### Met3 routing, run 1

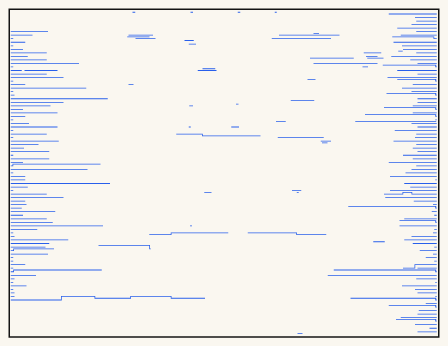
### Where the registers sit, run 1

Other sequential cells in the stronger gray, the rest of the logic in the fainter gray.
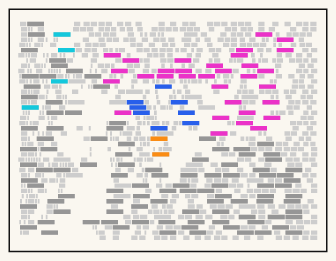
### Congestion heat map, run 1

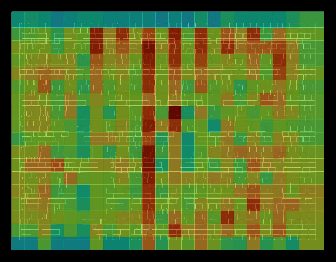
**config.mk**
```make
export PLATFORM = sky130hd
export DESIGN_NAME = rv_wb_decoder
export DESIGN_NICKNAME = d
export VERILOG_FILES = /design/src/rtl/rv_wb_decoder.sv
export SDC_FILE = /design/constraint.sdc
export NUM_CORES = 1
export LEC_CHECK = 0
export ABC_CLOCK_PERIOD_IN_PS = 5730
export CORE_ASPECT_RATIO = 0.75
export CORE_MARGIN = 4
export CORE_UTILIZATION = 35
export CTS_CLUSTER_SIZE = 40
export DETAILED_ROUTE_END_ITERATION = 6
export GPL_TIMING_DRIVEN = 1
export HOLD_SLACK_MARGIN = 0.1
export PLACE_DENSITY = 0.71
export SYNTH_ARGS = -nofsm -noshare
export SYNTH_HDL_FRONTEND = slang
export SYNTH_SLANG_ARGS = --single-unit
```
**constraint.sdc**
```tcl
create_clock -name i_clk -period 5.73 [get_ports i_clk]
set_input_delay 1.146 -clock i_clk [delete_from_list [all_inputs] [get_ports i_clk]]
set_output_delay 1.146 -clock i_clk [all_outputs]
set_load 0.02 [all_outputs]
```
**src/rtl/rv_wb_decoder.sv**
```systemverilog
// Wishbone address decoder and response tracker for the core master port.
// Latches one request, routes it by address field, returns ack or err.
module rv_wb_decoder #(
    parameter int N_SLAVES = 4,
    parameter int SEL_HI   = 31,
    parameter int SEL_LO   = 28,
    parameter int TIMEOUT  = 255
) (
    input  logic                  i_clk,
    input  logic                  i_reset_n,
    input  logic [31:0]           i_wb_adr,
    input  logic [31:0]           i_wb_dat,
    output logic [31:0]           o_wb_dat,
    input  logic                  i_wb_we,
    input  logic [3:0]            i_wb_sel,
    input  logic                  i_wb_stb,
    input  logic                  i_wb_cyc,
    output logic                  o_wb_ack,
    output logic                  o_wb_err,
    output logic [31:0]           o_s_adr,
    output logic [31:0]           o_s_dat,
    output logic                  o_s_we,
    output logic [3:0]            o_s_sel,
    output logic [N_SLAVES-1:0]   o_s_stb,
    output logic [N_SLAVES-1:0]   o_s_cyc,
    input  logic [32*N_SLAVES-1:0] i_s_dat,
    input  logic [N_SLAVES-1:0]   i_s_ack,
    output logic                  o_err_valid,
    output logic [31:0]           o_err_adr,
    input  logic                  i_err_clr
);

    localparam int SW = SEL_HI - SEL_LO + 1;
    localparam int CW = $clog2(TIMEOUT + 1);

    typedef enum logic [1:0] {
        IDLE,
        ACTIVE,
        RESP,
        ERR
    } state_t;

    state_t        state;
    state_t        state_nx;
    logic [SW-1:0] idx;
    logic [CW-1:0] cnt;
    logic          accept;
    logic          sel_ack;
    logic [31:0]   sel_dat;

    always_comb begin
        sel_ack = 1'b0;
        sel_dat = '0;
        for (int k = 0; k < N_SLAVES; k++) begin
            if (int'(idx) == k) begin
                sel_ack = i_s_ack[k];
                sel_dat = i_s_dat[32*k +: 32];
            end
        end
    end

    always_comb begin
        state_nx = state;
        accept   = 1'b0;
        unique case (state)
            IDLE: begin
                if (i_wb_cyc && i_wb_stb) begin
                    accept = 1'b1;
                    if (int'(i_wb_adr[SEL_HI:SEL_LO]) < N_SLAVES)
                        state_nx = ACTIVE;
                    else
                        state_nx = ERR;
                end
            end
            ACTIVE: begin
                // An ack in the final allowed cycle beats the timeout.
                if (sel_ack)
                    state_nx = RESP;
                else if (cnt == CW'(TIMEOUT - 1))
                    state_nx = ERR;
            end
            RESP:    state_nx = IDLE;
            ERR:     state_nx = IDLE;
            default: state_nx = IDLE;
        endcase
    end

    always_ff @(posedge i_clk or negedge i_reset_n) begin
        if (!i_reset_n) begin
            state       <= IDLE;
            idx         <= '0;
            cnt         <= '0;
            o_s_adr     <= '0;
            o_s_dat     <= '0;
            o_s_we      <= 1'b0;
            o_s_sel     <= '0;
            o_wb_dat    <= '0;
            o_err_valid <= 1'b0;
            o_err_adr   <= '0;
        end else begin
            state <= state_nx;
            if (accept) begin
                o_s_adr <= i_wb_adr;
                o_s_dat <= i_wb_dat;
                o_s_we  <= i_wb_we;
                o_s_sel <= i_wb_sel;
                idx     <= i_wb_adr[SEL_HI:SEL_LO];
                cnt     <= '0;
            end else if (state == ACTIVE && !sel_ack) begin
                cnt <= cnt + CW'(1);
            end
            if (state == ACTIVE && sel_ack)
                o_wb_dat <= sel_dat;
            // A new error outranks a clear in the same cycle.
            if (state_nx == ERR) begin
                o_err_valid <= 1'b1;
                o_err_adr   <= accept ? i_wb_adr : o_s_adr;
            end else if (i_err_clr) begin
                o_err_valid <= 1'b0;
            end
        end
    end

    always_comb begin
        o_s_stb = '0;
        for (int k = 0; k < N_SLAVES; k++)
            o_s_stb[k] = (state == ACTIVE) && (int'(idx) == k);
    end

    assign o_s_cyc  = o_s_stb;
    assign o_wb_ack = (state == RESP);
    assign o_wb_err = (state == ERR);

endmodule

```
==> qor.yml, run 1 <==
status:
  status: "finished clean"
floorplanning:
  fp_util_pct: 36.15
  die_w_um: 164.9
  die_area_sq_mm: 0.02071
  ios: 350
critical_path:
  critPathTopFamily: "simple AND/OR/NAND/NOR gates"
  startpoint_type: "flop"
  critPathCaptureType: "output pin"
  cp.depth: 3
  worst-path-max-fanout: 6
  worst-path-buf-inv: 1
  slowest_stage: "clkdlybuf4s50_1"
  rr_startpoint: "state[0]$_DFF_PN0_"
  reg2reg_slack_ns: 2.63
  worstPathArrival_ns: 2.41
  r2r_cells: 6
global_routing:
  grt_pass1_vias: 5949
  overflow: 0
pwr:
  comb-power_uw: 3220
  clkPwrFrac_pct: 17.0
place:
  preCtsSetupSlack_ns: 1.922
  dp_cells: 1136
sta:
  hold_viol: 0
  finalClockPeriodUsage_pct: 62.13
layout:
  final_area_sq_mm: 0.01069
  area_dominant_class: "registers"
  syn_to_final_growth_pct: 65.58
  final_cells: 1168
  comb_cells: 379
  comb-cell-share_pct: 23.77
  layout.cells.most_common: "clkdlybuf4s50_1"
synth:
  synthAoiAreaFrac_pct: 17.40
  yosys_warnings: 0
  synth_xor_xnor_area_share_pct: 0
  synthesis.instances: 586
  ys_seq_share_pct: 57.34
  topCellsByArea: "dfrtp_1, mux2_2, nand2_1"
clock_tree:
  cts_tree: "done"
  clk_latency_ns: 0.43
  clk_pin_slew_ns: 0.07
routing:
  route.met2.wl_um: 10930
  wl_met1_um: 9239
  drc: 0
  highest_layer: "met4"
hold_path:
  worstHoldStart: "o_s_dat[13]$_DFFE_PN0P_"
Notes on 'Met3 routing' above:
longest straight run: 41.6 um
main direction: horizontal
share of all routed wire: 10%
DR vias: 5831
drt total wl: 22750 um
M3 GR Usage: 8.426%

Notes on 'Where the registers sit' above:
| name in the netlist | color | sequential cells |
|---|---|---|
| state | orange | 2 |
| cnt | blue | 8 |
| o_s_sel | cyan | 4 |
| o_wb_dat | magenta | 32 |
not colored: 102
flop share of the area: 34.63%
Seq group: 1870 uW
Post-Route Utilization: 59.85%

Notes on 'Congestion heat map' above:
met1 Resource Use GR: 26.24%
DR WL/cell: 19.47 um
All-Layer GR Usage: 21.23%

==> run 2, diff against run 1 <==
- ABC_CLOCK_PERIOD_IN_PS: 5730 -> 2900
- PLACE_DENSITY: 0.71 -> 0.74
- clock period: 5.73 -> 2.9 ns (I/O delays scaled with it)
### Routed metal, one color a layer, run 2

Two of the layers only.
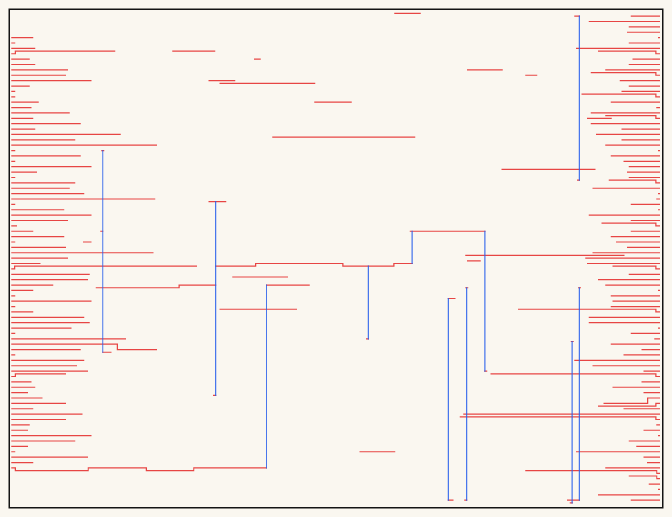
| layer | color | wire length |
|---|---|---|
| met4 | blue | 449 um |
| met3 | red | 2470 um |
drt total wl: 22480 um
DR WL/cell: 19.18 um

==> run 2 against run 1 <==
Against the previous run: synthesized cell count stayed put; via count is 0.19% lower; global-route usage is 0.18 points lower; synthesized area stayed put.
==> qor.yml, run 2 <==
status:
  status: "finished clean"
layout:
  comb_cells: 379  # unchanged
  final_cells: 1172  # +0.34%
  final_core_util_pct: 60.69  # +0.84 points
  layout.cells.most_common: "clkdlybuf4s50_1"
  comb-cell-share_pct: 23.47  # -0.31 points
  final_area_sq_mm: 0.01084  # +1.4%
  syn_to_final_growth_pct: 67.90
critical_path:
  startpoint_type: "flop"
  cp.depth: 3  # unchanged
  worst-path-buf-inv: 1  # unchanged
  worst-path-max-fanout: 6  # unchanged
  reg2reg_slack_ns: 0.64  # -1.99 ns
  r2r_cells: 5  # -1
  worstPathArrival_ns: 2.23  # -0.18 ns
  critPathCaptureType: "output pin"
  slowest_stage: "clkdlybuf4s50_1"
  critPathTopFamily: "simple AND/OR/NAND/NOR gates"
floorplanning:
  core_area_sq_mm: 0.01787
  die_area_sq_mm: 0.02071  # unchanged
  ios: 350  # unchanged
  fp_util_pct: 36.15  # unchanged
  die_w_um: 164.9  # unchanged
place:
  preCtsSetupSlack_ns: 0.2540  # -1.669 ns
  dp_cells: 1140  # +0.35%
synth:
  synth_xor_xnor_area_share_pct: 0  # unchanged
  syn_area_sq_mm: 0.006459
  synthesis.instances: 586  # unchanged
  yosys_warnings: 0  # unchanged
  synthAoiAreaFrac_pct: 17.40  # unchanged
  ys_seq_share_pct: 57.34  # unchanged
  topCellsByArea: "dfrtp_1, mux2_2, nand2_1"
clock_tree:
  clk_path_buf_depth: 2
  clk_latency_ns: 0.41  # -0.02 ns
  clk_pin_slew_ns: 0.07  # about the same
routing:
  wl_met1_um: 8964  # -3.0%
  highest_layer: "met4"
  drtAntennaViolNets: 0
  route.met2.wl_um: 10600  # -3.0%
  drc: 0  # unchanged
sta:
  hold_viol: 0  # unchanged
  finalClockPeriodUsage_pct: 96.75
pwr:
  powerSeq_uw: 3720  # +99%
  powerDensity_mw_per_mm2: 1135
  comb-power_uw: 6340  # +97%
global_routing:
  met1_usage_pct: 25.78  # -0.46 points
  track_usage_pct: 21.04  # -0.18 points
  grt_pass1_vias: 5909  # -0.67%
### Met3 routing, run 2

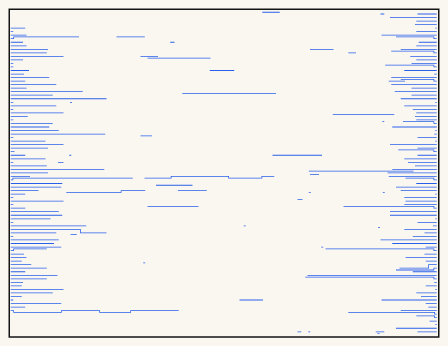
wire length on this layer: 2470 um
main direction: horizontal
M3 GR Usage: 7.773%
DR vias: 5820

Power and IR drop assume default switching activity.
